<file path="config.mk">
export PLATFORM = sky130hd
export DESIGN_NAME = plb_port_arbiter
export DESIGN_NICKNAME = d
export VERILOG_FILES = /design/src/rtl/mpt_pkg.sv /design/src/rtl/plb_id_fifo.sv /design/src/rtl/plb_port_arbiter.sv
export SDC_FILE = /design/constraint.sdc
export NUM_CORES = 1
export LEC_CHECK = 0
export CORE_AREA = 2 2 244 246
export CTS_BUF_LIST = sky130_fd_sc_hd__clkbuf_8 sky130_fd_sc_hd__clkbuf_16
export CTS_CLUSTER_DIAMETER = 40
export DETAILED_ROUTE_END_ITERATION = 7
export DIE_AREA = 0 0 246 248
export PLACE_DENSITY = 0.34
export SLEW_MARGIN = 20
export SYNTH_ARGS = -nofsm -noshare
export SYNTH_HDL_FRONTEND = slang
export SYNTH_SLANG_ARGS = --single-unit
</file>
<file path="constraint.sdc">
create_clock -name clk_i -period 4.57 [get_ports clk_i]
set_input_delay 1.371 -clock clk_i [delete_from_list [all_inputs] [get_ports clk_i]]
set_output_delay 1.371 -clock clk_i [all_outputs]
set_load 0.01 [all_outputs]
</file>
<file path="src/rtl/mpt_pkg.sv">
// Shared types and limits for the PLB port arbiter.
// Requester index type and the default in-flight limit.
package mpt_pkg;

    localparam int MPT_MAX_REQ         = 8;
    localparam int MPT_IDX_W           = 3;
    localparam int MPT_MAX_OUTSTANDING = 4;

    typedef logic [MPT_IDX_W-1:0] req_idx_t;

endpackage

</file>
<file path="src/rtl/plb_id_fifo.sv">
// In-order FIFO of requester indices for granted transactions.
// Pointers wrap modulo DEPTH; occupancy is kept in its own counter.
module plb_id_fifo
    import mpt_pkg::*;
#(
    parameter int DEPTH = MPT_MAX_OUTSTANDING,
    localparam int PW   = $clog2(DEPTH),
    localparam int CW   = PW + 1
) (
    input  logic          clk_i,
    input  logic          rst_ni,
    input  logic          push,
    input  req_idx_t      push_id,
    input  logic          pop,
    output logic          full,
    output logic          empty,
    output logic [CW-1:0] count,
    output req_idx_t      head
);

    req_idx_t      mem [DEPTH];
    logic [PW-1:0] wr_ptr;
    logic [PW-1:0] rd_ptr;
    logic          do_push;
    logic          do_pop;

    assign full    = (count == CW'(DEPTH));
    assign empty   = (count == '0);
    assign do_push = push & ~full;
    assign do_pop  = pop & ~empty;
    assign head    = mem[rd_ptr];

    // Pointer and occupancy update; push is refused while full.
    always_ff @(posedge clk_i) begin
        if (!rst_ni) begin
            wr_ptr <= '0;
            rd_ptr <= '0;
            count  <= '0;
        end else begin
            if (do_push) wr_ptr <= wr_ptr + 1'b1;
            if (do_pop)  rd_ptr <= rd_ptr + 1'b1;
            if (do_push && !do_pop)      count <= count + 1'b1;
            else if (do_pop && !do_push) count <= count - 1'b1;
        end
    end

    // Storage needs no reset; only entries below count are ever read.
    always_ff @(posedge clk_i) begin
        if (do_push) mem[wr_ptr] <= push_id;
    end

endmodule

</file>
<file path="src/rtl/plb_port_arbiter.sv">
// Round-robin arbiter muxing N memory requesters onto one PLB master.
// Responses return in order and are routed by an ID FIFO.
module plb_port_arbiter
    import mpt_pkg::*;
#(
    parameter int NUM_REQ         = 2,
    parameter int DATA_WIDTH      = 64,
    parameter int ADDR_WIDTH      = 64,
    parameter int MAX_OUTSTANDING = MPT_MAX_OUTSTANDING,
    localparam int CW             = $clog2(MAX_OUTSTANDING) + 1,
    localparam int BW             = DATA_WIDTH / 8
) (
    input  logic                          clk_i,
    input  logic                          rst_ni,
    input  logic [NUM_REQ-1:0]            req_mem_req,
    output logic [NUM_REQ-1:0]            req_mem_gnt,
    output logic [NUM_REQ-1:0]            req_mem_valid,
    input  logic [NUM_REQ*ADDR_WIDTH-1:0] req_mem_addr,
    input  logic [NUM_REQ*DATA_WIDTH-1:0] req_mem_wdata,
    output logic [NUM_REQ*DATA_WIDTH-1:0] req_mem_rdata,
    input  logic [NUM_REQ-1:0]            req_mem_we,
    input  logic [NUM_REQ*BW-1:0]         req_mem_be,
    output logic [NUM_REQ-1:0]            req_mem_error,
    output logic                          plb_master_mem_req,
    input  logic                          plb_master_mem_gnt,
    input  logic                          plb_master_mem_valid,
    output logic [ADDR_WIDTH-1:0]         plb_master_mem_addr,
    input  logic [DATA_WIDTH-1:0]         plb_master_mem_rdata,
    output logic [DATA_WIDTH-1:0]         plb_master_mem_wdata,
    output logic                          plb_master_mem_we,
    output logic [BW-1:0]                 plb_master_mem_be,
    input  logic                          plb_master_mem_error,
    output logic [CW-1:0]                 outstanding_o,
    output logic                          spurious_rsp_o
);

    req_idx_t               ptr;
    req_idx_t               ptr_nxt;
    req_idx_t               winner;
    req_idx_t               head;
    logic [MPT_IDX_W:0]     cand;
    logic [MPT_MAX_REQ-1:0] req_ext;
    logic                   any_req;
    logic                   full;
    logic                   empty;
    logic                   grant_acc;
    logic                   pop;

    assign req_ext   = MPT_MAX_REQ'(req_mem_req);
    assign any_req   = |req_mem_req;
    assign plb_master_mem_req = rst_ni & any_req & ~full;
    assign grant_acc = plb_master_mem_req & plb_master_mem_gnt;
    assign pop       = rst_ni & plb_master_mem_valid & ~empty;

    // Winner search: scan offsets high to low so the nearest one wins.
    always_comb begin
        winner = '0;
        cand   = '0;
        for (int i = NUM_REQ - 1; i >= 0; i--) begin
            cand = {1'b0, ptr} + (MPT_IDX_W + 1)'(i);
            if (cand >= (MPT_IDX_W + 1)'(NUM_REQ))
                cand = cand - (MPT_IDX_W + 1)'(NUM_REQ);
            if (req_ext[cand[MPT_IDX_W-1:0]])
                winner = cand[MPT_IDX_W-1:0];
        end
    end

    // Forward the winner's command; idle bus is all zeros.
    always_comb begin
        plb_master_mem_addr  = '0;
        plb_master_mem_wdata = '0;
        plb_master_mem_we    = 1'b0;
        plb_master_mem_be    = '0;
        for (int i = 0; i < NUM_REQ; i++) begin
            if (any_req && winner == req_idx_t'(i)) begin
                plb_master_mem_addr  = req_mem_addr[i*ADDR_WIDTH +: ADDR_WIDTH];
                plb_master_mem_wdata = req_mem_wdata[i*DATA_WIDTH +: DATA_WIDTH];
                plb_master_mem_we    = req_mem_we[i];
                plb_master_mem_be    = req_mem_be[i*BW +: BW];
            end
        end
    end

    // Per-requester grant and response strobes.
    always_comb begin
        req_mem_gnt   = '0;
        req_mem_valid = '0;
        req_mem_error = '0;
        req_mem_rdata = '0;
        for (int i = 0; i < NUM_REQ; i++) begin
            req_mem_gnt[i]   = grant_acc && (winner == req_idx_t'(i));
            req_mem_valid[i] = pop && (head == req_idx_t'(i));
            req_mem_error[i] = req_mem_valid[i] & plb_master_mem_error;
            if (req_mem_valid[i])
                req_mem_rdata[i*DATA_WIDTH +: DATA_WIDTH] = plb_master_mem_rdata;
        end
    end

    // Pointer moves just past the accepted winner.
    always_comb begin
        ptr_nxt = winner + 1'b1;
        if (winner == req_idx_t'(NUM_REQ - 1)) ptr_nxt = '0;
    end

    // Priority pointer holds while a grant is stalled.
    always_ff @(posedge clk_i) begin
        if (!rst_ni)        ptr <= '0;
        else if (grant_acc) ptr <= ptr_nxt;
    end

    // Sticky flag for a response with nothing in flight.
    always_ff @(posedge clk_i) begin
        if (!rst_ni)                           spurious_rsp_o <= 1'b0;
        else if (plb_master_mem_valid && empty) spurious_rsp_o <= 1'b1;
    end

    plb_id_fifo #(
        .DEPTH (MAX_OUTSTANDING)
    ) u_id_fifo (
        .clk_i   (clk_i),
        .rst_ni  (rst_ni),
        .push    (grant_acc),
        .push_id (winner),
        .pop     (pop),
        .full    (full),
        .empty   (empty),
        .count   (outstanding_o),
        .head    (head)
    );

endmodule

</file>
==> results.py, run 1 <==
# Synthesis and PnR figures
metrics = {
    "place": {
        "place_area_um2": 11000,
        "dp_cells": 1828,
        "routabilityCongestion": 0.800,
        "hpwl_um": 24900,
    },
    "clock_network": {
        "clock_sinks": 25,
        "htreeDepth": 1,
        "holdBufCountCts": 0,
        "cts_tree": "yes",
        "cts-root-buf": "clkbuf_16",
        "numCtsBuffers": 3,
        "clk_path_buf_depth": 2,
    },
    "run_status": {
        "status": "finished, final reports clean",
    },
    "final_timing": {
        "hold_slack_ns": 0.497,
        "slew-limit-headroom": 0.523,
        "worst_slew_pin_slew_ns": 0.712,
        "finClkSkew_ns": 0.00271,
        "fin_crit_sh": 0.981,
        "max_freq_mhz": 223,
        "fin_crit_ns": 4.48,
    },
    "synthesis": {
        "ys_area_um2": 3790,
        "synth.top_cell.area_share": 0.316,
        "syn_inst": 419,
        "synth_cell_type_count": 42,
        "top_area_cell": "a22o_1",
        "synth.area.top_cells": "a22o_1 32%, and2_1 22%, edfxtp_1 9.5%",
        "synth_area_per_cell_um2": 9.05,
    },
    "drt": {
        "antenna_left": 0,
        "first_iter_violations": 146,
        "drc": 0,
        "routed_wl_um": 30200,
        "num_vias": 5896,
        "firstDrtPassIters": 4,
    },
    "pwr": {
        "p_sw_uw": 592,
        "p_comb_frac": 0.724,
        "peakVddDrop_uv": 122,
        "p_clk_frac": 0.114,
    },
    "min_path": {
        "min_path_type": "register to register",
    },
    "die": {
        "rows": 89,
    },
    "worst_setup_path": {
        "critPathMaxFanout": 9,
        "required_ns": 3.20,
    },
    "layout": {
        "final_layout_top_logic_cells": "417 x clkdlybuf4s50_1, 135 x a22o_1, 135 x and2_1, 106 x dlygate4sd2_1, 48 x buf_4",
    },
    "run": {
        "openroad.warnings": 31,
    },
    "global_routing": {
        "grt_first_pass_wirelength_um": 40000,
    },
}
[run 1: registers in the layout, indices dropped and copies added, names as in the netlist, named ones only]
signal and cells:
u_id_fifo.count 3, u_id_fifo.rd_ptr 2, ptr 3, spurious_rsp_o 1, u_id_fifo.wr_ptr 2, u_id_fifo.mem 12
[run 1: path summary, 6_finish.rpt]
check                                                      from                              end  slack [ns]  cells after the start
worst max register to register  u_id_fifo.count[0]$_SDFFE_PN0P_  u_id_fifo.count[2]$_SDFFE_PN0P_        2.14                     11
worst min register to register      spurious_rsp_o$_SDFFE_PN0P_      spurious_rsp_o$_SDFFE_PN0P_        0.50                      2
worst min-delay path                spurious_rsp_o$_SDFFE_PN0P_      spurious_rsp_o$_SDFFE_PN0P_        0.50                      2
worst max-delay path                             req_mem_req[0]         plb_master_mem_wdata[24]        0.09                     11
[run 1: layer usage]
metal	part of all wire	GRT usage
met2	0.54	0.172
met3	0.079	0.0175
met5	0	0
met4	0.0032	0.00838
met1	0.37	0.0986
[run 1: power groups by stage]
stage                     logic, uW  registers (uW)  clock network [uW]
after floorplan                 497             284                   0
after global routing           1330             283                 215
after global placement         1300             283                   0
final                          1240             278                 196
after detailed placement       1290             284                   0
after CTS                      1270             279                 205
[run 1: cell families after synthesis]
family / Yosys count / share of synthesized area
AND-OR/OR-AND: 153 / 0.359
flip-flops: 25 / 0.164
other: 1 / 0.000988
multiplexers: 2 / 0.00857
adder cells (fa/ha/maj): 10 / 0.0350
XOR/XNOR: 6 / 0.0139
AND/OR/NAND/NOR: 168 / 0.272
buffers and inverters: 54 / 0.147
[run 1: final cells by class]
class                      instances  area, um^2
fill                            6534       47200
timing repair buffer             696        6850
multi-input combinational        347        2680
tap                              773         967
sequential                        25         621
clock buffer                       3        75.1
inverter                           9        33.8
clock inverter                     1        7.51
antenna                            1        2.50
Fig. 1: run 1, cells colored by class
Scale bar: 50 um.
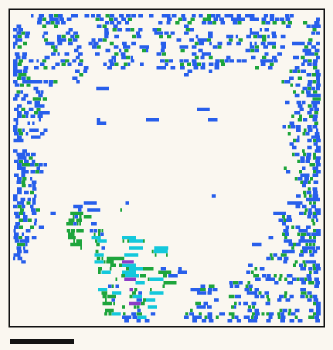
flops: shown in cyan, cells 25, share of their area 6.0%. clock drivers and dummy loads: shown in purple, cells 4, share of their area 0.80%. combinational and other logic: shown in green, cells 356, share of their area 26%. other buffers and delay cells: shown in blue, cells 696, share of their area 67%.

Fig. 2: run 1, cell sizes after repair
Scale bar: 50 um.
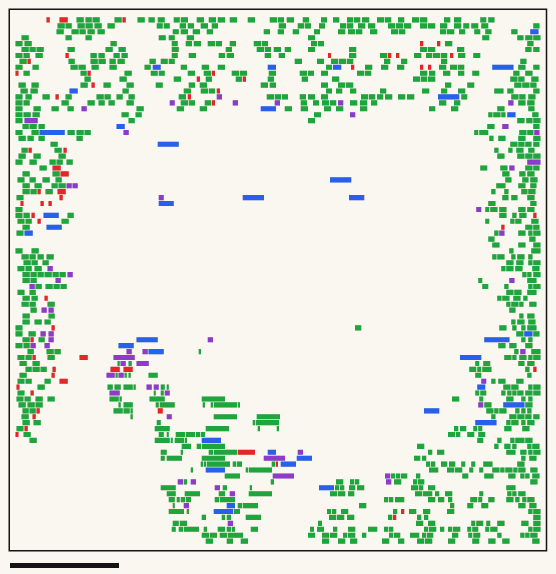
_6 and larger: shown in blue, cells 37, share 3.4%, most used buf_6. _2 cells: shown in red, cells 60, share 5.6%, most used buf_2. _0 and _1 cells: shown in green, cells 926, share 86%, most used clkdlybuf4s50_1. _3 and _4 cells: shown in purple, cells 58, share 5.4%, most used buf_4.
Buffers, non-clock: 696
P&R area growth vs syn: 196%
final worst slack: 0.0862 ns
Final Cell Area: 11200 um^2

Fig. 3: run 1, sequential cells colored by netlist name
Scale bar: 50 um. Other sequential cells in the stronger gray, the rest of the logic in the fainter gray.
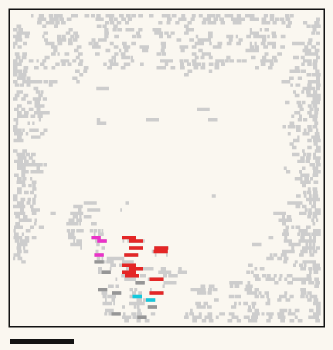
ptr: shown in magenta, sequential cells 3. u_id_fifo.rd_ptr: shown in cyan, sequential cells 2. u_id_fifo.mem: shown in red, sequential cells 12, where bottom center.
Another 8 sequential cells are not colored.
Seq. pwr: 278 uW
flop share of the area: 0.0552
sequential cell area: 621 um^2
fin util: 0.192

==> run 1 -> run 2 <==
--- a/config.mk
+++ b/config.mk
@@ -7,7 +7,6 @@
 export LEC_CHECK = 0
 export CORE_AREA = 2 2 244 246
 export CTS_BUF_LIST = sky130_fd_sc_hd__clkbuf_8 sky130_fd_sc_hd__clkbuf_16
-export CTS_CLUSTER_DIAMETER = 40
 export DETAILED_ROUTE_END_ITERATION = 7
 export DIE_AREA = 0 0 246 248
 export PLACE_DENSITY = 0.34
Fig. 4: run 2, cells colored by class
Scale bar: 50 um.
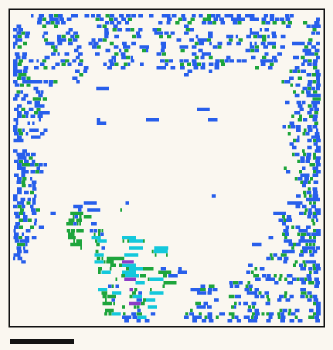
combinational and other logic: shown in green, cells 356, share of their area 26%. clock drivers and dummy loads: shown in purple, cells 4, share of their area 0.80%. flops: shown in cyan, cells 25, share of their area 6.0%. other buffers and delay cells: shown in blue, cells 696, share of their area 67%.
Rows: 89
core box area: 58500 um^2

Fig. 5: run 2, sequential cells colored by netlist name
Scale bar: 50 um. Other sequential cells in the stronger gray, the rest of the logic in the fainter gray.
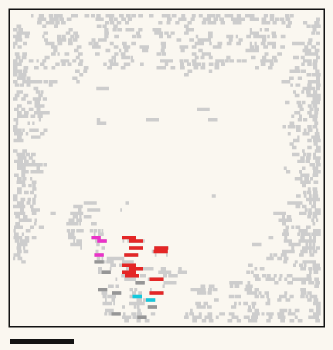
u_id_fifo.rd_ptr: shown in cyan, sequential cells 2. ptr: shown in magenta, sequential cells 3. u_id_fifo.mem: shown in red, sequential cells 12, where bottom center.

==> results.py, run 2 <==
# Synthesis and PnR figures
metrics = {
    "layout": {
        "combGateArea_um2": 2680,
        "antennaDiodeCount": 1,
        "final_layout_top_logic_cells": "417 x clkdlybuf4s50_1, 135 x a22o_1, 135 x and2_1, 106 x dlygate4sd2_1, 48 x buf_4",
        "regArea_um2": 621,
        "num-multi-input-gates": 347,
        "bufAreaShareNonClock": 0.610,
        "inverters": 9,
    },
    "worst_setup_path": {
        "required_ns": 3.20,
    },
    "pwr": {
        "power.group.top": "combinational cells",
        "p_clk_frac": 0.114,
        "powerSeq_uw": 278,
    },
    "run_status": {
        "status": "finished, final reports clean",
    },
    "place": {
        "hpwl_um": 24900,
        "dp_cells": 1828,
    },
    "drt": {
        "drc": 0,
        "num_vias": 5896,
        "first_iter_violations": 146,
        "top_layer_used": "met4",
        "met2RoutedLength_um": 16400,
    },
    "clock_network": {
        "clock_sinks": 25,
        "clk_path_buf_depth": 2,
        "numCtsBuffers": 3,
    },
    "synthesis": {
        "yosys.area_share.simple": 0.272,
        "synthAdderAreaFrac": 0.0350,
        "ys_area_um2": 3790,
        "synthMuxAreaShare": 0.00858,
    },
    "global_routing": {
        "grtUsageMet3": 0.0175,
    },
    "final_timing": {
        "fin_crit_sh": 0.981,
        "fin_crit_ns": 4.48,
    },
}
Fig. 6: run 2, cell sizes after repair
Scale bar: 50 um.
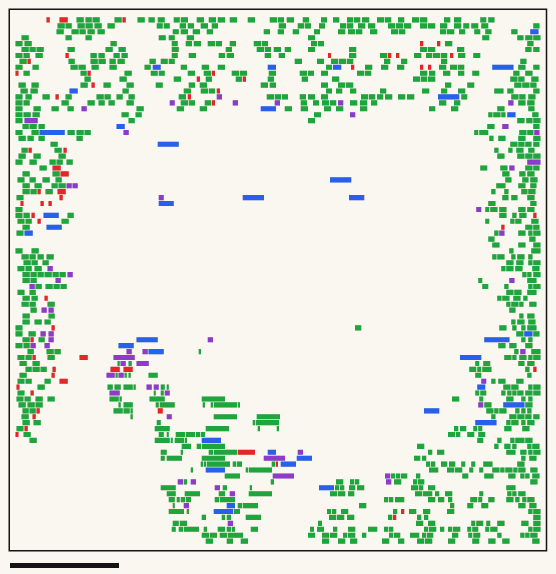
_6 and larger: shown in blue, cells 37, share 3.4%, most used buf_6. _3 and _4 cells: shown in purple, cells 58, share 5.4%, most used buf_4. _2 cells: shown in red, cells 60, share 5.6%, most used buf_2. _0 and _1 cells: shown in green, cells 926, share 86%, most used clkdlybuf4s50_1.

run 2: stage by stage:
step	total power [uW]	setup slack [ns]	area, um^2	util	hold WS [ns]
floorplan	780	0.779	3820	-	0.476
global placement	1590	-0.488	11000	0.189	0.478
detailed placement	1580	-0.511	11000	0.189	0.481
CTS	1760	0.00185	11200	0.192	0.498
global route	1830	-0.000733	11200	0.192	0.533
finish	1710	0.0862	11200	0.192	0.497
run 2: what timing repair did:
item | CTS | global route
setup buffers | 13 | 0
endpoints found under the setup margin | 271 | 60
cloned | 9 | 0
pin swaps | 8 | 1
resized | 384 | 34
run 2: final timing paths:
| check | startpoint | endpoint | slack [ns] | depth (start not counted) |
|---|---|---|---|---|
| max | req_mem_req[0] | plb_master_mem_wdata[24] | 0.09 | 11 |
| min | spurious_rsp_o$_SDFFE_PN0P_ | spurious_rsp_o$_SDFFE_PN0P_ | 0.50 | 2 |
| max reg2reg | u_id_fifo.count[0]$_SDFFE_PN0P_ | u_id_fifo.count[2]$_SDFFE_PN0P_ | 2.14 | 11 |
| min reg2reg | spurious_rsp_o$_SDFFE_PN0P_ | spurious_rsp_o$_SDFFE_PN0P_ | 0.50 | 2 |
run 2: worst register-to-register path: stages (launching register included):
cell	delay [ns]
dfxtp_1	0.45
nor2_1	0.08
a21oi_1	0.20
nand2_1	0.16
inv_1	0.10
buf_4	0.13
ha_1	0.17
inv_1	0.06
fa_1	0.37
xor2_1	0.17
or3_1	0.30
a21boi_0	0.15
run 2: logic make-up (layout without fill, tap and decap cells):
group                    count (synthesis)  count (layout)
AND-OR/OR-AND                          153             153
XOR/XNOR                                 6               6
adder cells (fa/ha/maj)                 10              10
buffers and inverters                   54             709
flip-flops                              25              25
multiplexers                             2               2
other                                    1               9
AND/OR/NAND/NOR                        168             168
==> run 2 -> run 3 <==
--- a/config.mk
+++ b/config.mk
@@ -9,7 +9,6 @@
 export CTS_BUF_LIST = sky130_fd_sc_hd__clkbuf_8 sky130_fd_sc_hd__clkbuf_16
 export DETAILED_ROUTE_END_ITERATION = 7
 export DIE_AREA = 0 0 246 248
-export PLACE_DENSITY = 0.34
 export SLEW_MARGIN = 20
 export SYNTH_ARGS = -nofsm -noshare
 export SYNTH_HDL_FRONTEND = slang
Fig. 7: run 3, cells colored by class
Scale bar: 50 um.
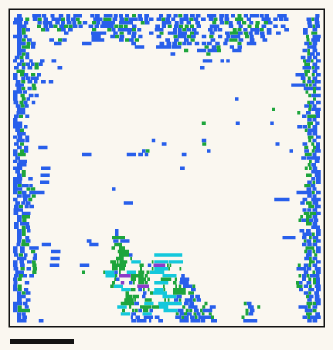
flops: shown in cyan, cells 25, share of their area 5.9%. other buffers and delay cells: shown in blue, cells 687, share of their area 67%. clock drivers and dummy loads: shown in purple, cells 4, share of their area 0.79%. combinational and other logic: shown in green, cells 356, share of their area 26%.
flop share of the area: 0.0543
Final Cell Area: 11400 um^2
fin util: 0.196

Fig. 8: run 3, routing congestion map
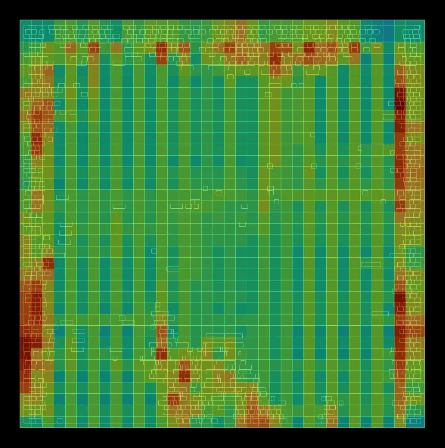
All-Layer GR Usage: 0.0907
GR peak layer: met2
met3 GRT Util: 0.0334
met2 global-route usage: 0.165

==> results.py, run 3 <==
# Synthesis and PnR figures
metrics = {
    "run_status": {
        "status": "finished, final reports clean",
    },
    "worst_setup_path": {
        "crit_start": "req_mem_req[0]",
        "cp-endpoint": "plb_master_mem_wdata[22]",
        "crit_cells": 11,
        "r2r_start": "u_id_fifo.count[0]$_SDFFE_PN0P_",
    },
    "layout": {
        "largest_register_ffs": 12,
        "area_delta_synth_final_pct": 202,
        "largest_register": "u_id_fifo.mem",
    },
    "place": {
        "hpwl_um": 27200,
        "dp_slack_ns": -0.503,
    },
    "pwr": {
        "comb-power_uw": 1300,
        "powerClk_uw": 196,
        "peakVddDrop_uv": 118,
        "p_sw_uw": 620,
        "power_uw": 1780,
        "powerSeq_uw": 277,
    },
    "synthesis": {
        "synth.top_cell.area_share": 0.316,
        "synth_area_per_cell_um2": 9.05,
        "synthAdderAreaFrac": 0.0350,
        "synth_cell_type_count": 42,
        "synth.area.top_cells": "a22o_1 32%, and2_1 22%, edfxtp_1 9.5%",
    },
    "final_timing": {
        "slew-limit-headroom": 0.565,
        "worst_slew_pin_slew_ns": 0.648,
        "finClkSkew_ns": 0.00169,
    },
    "clock_network": {
        "cts_tree": "yes",
        "cts_setup_buffers": 6,
        "holdBufCountCts": 0,
    },
    "drt": {
        "drc": 0,
        "first_iter_violations": 190,
        "routed_wl_um": 31400,
    },
    "run": {
        "openroad.warnings": 31,
    },
}
Fig. 9: run 3, selected gate families
Scale bar: 50 um.
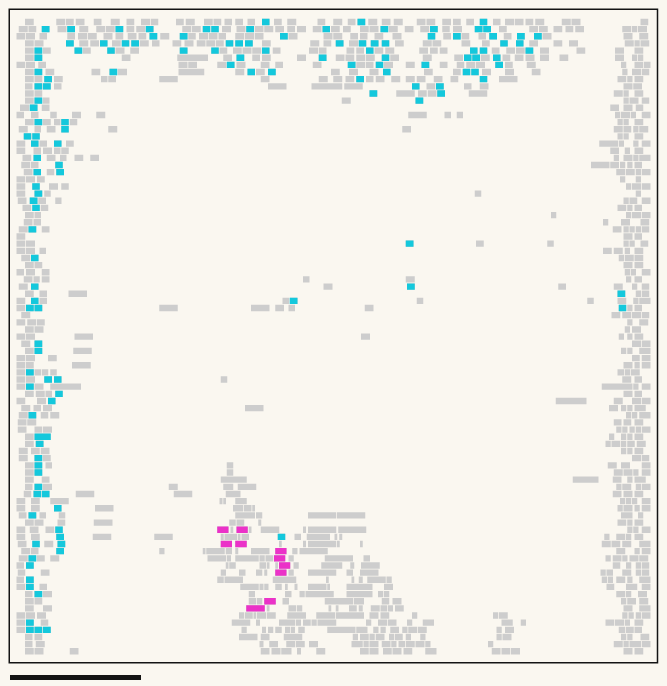
AND-OR and OR-AND gates: shown in cyan, cells 137, most used a22o_1, where all over the die. adder and majority cells: shown in magenta, cells 10, most used ha_1, where bottom center.
non-filler cells in the finished layout: 1847
Comb/total area: 0.236
Commonest Layout Cell: clkdlybuf4s50_1

==> run 3: cell count changes in the layout (fill, tap and decap cells not counted), sizes merged, moves of 3 or more <==
cell	delta
clkdlybuf4s50	+12
clkbuf	-3
bufbuf	+3
buf	-46
dlygate4sd2	+39
clkdlybuf4s15	-11
dlymetal6s2s	-3
==> run 3: area by class of cell <==
type / instances / area (um^2) / share of cell area
clock buffer: 3 / 75.1 / 0.00656
sequential: 25 / 621 / 0.0543
inverter: 9 / 33.8 / 0.00295
antenna: 2 / 5.00 / 0.000438
timing repair buffer: 687 / 7030 / 0.615
clock inverter: 1 / 7.51 / 0.000656
multi-input combinational: 347 / 2700 / 0.236
tap: 773 / 967 / 0.0846
==> run 3: layer usage <==
| metal | up-vias | GRT usage | routed length (um) | share of wire |
|---|---|---|---|---|
| li1 | 2861 | - | - | - |
| met1 | 2768 | 0.0958 | 11200 | 0.36 |
| met2 | 417 | 0.165 | 15500 | 0.50 |
| met3 | 37 | 0.0334 | 3550 | 0.11 |
| met4 | 2 | 0.0312 | 1070 | 0.034 |
| met5 | - | 0 | 18 | 0.00057 |
==> run 3: worst min path at each step <==
| stage | endpoint | slack [ns] | cells after the start |
|---|---|---|---|
| global placement | spurious_rsp_o$_SDFFE_PN0P_ | 0.48 | 2 |
| CTS | spurious_rsp_o$_SDFFE_PN0P_ | 0.50 | 2 |
| global route | spurious_rsp_o$_SDFFE_PN0P_ | 0.52 | 2 |
| finish | spurious_rsp_o$_SDFFE_PN0P_ | 0.50 | 2 |
| detailed placement | spurious_rsp_o$_SDFFE_PN0P_ | 0.48 | 2 |
| floorplan | u_id_fifo.wr_ptr[1]$_SDFFE_PN0P_ | 0.48 | 2 |
Power and IR drop assume default switching activity.
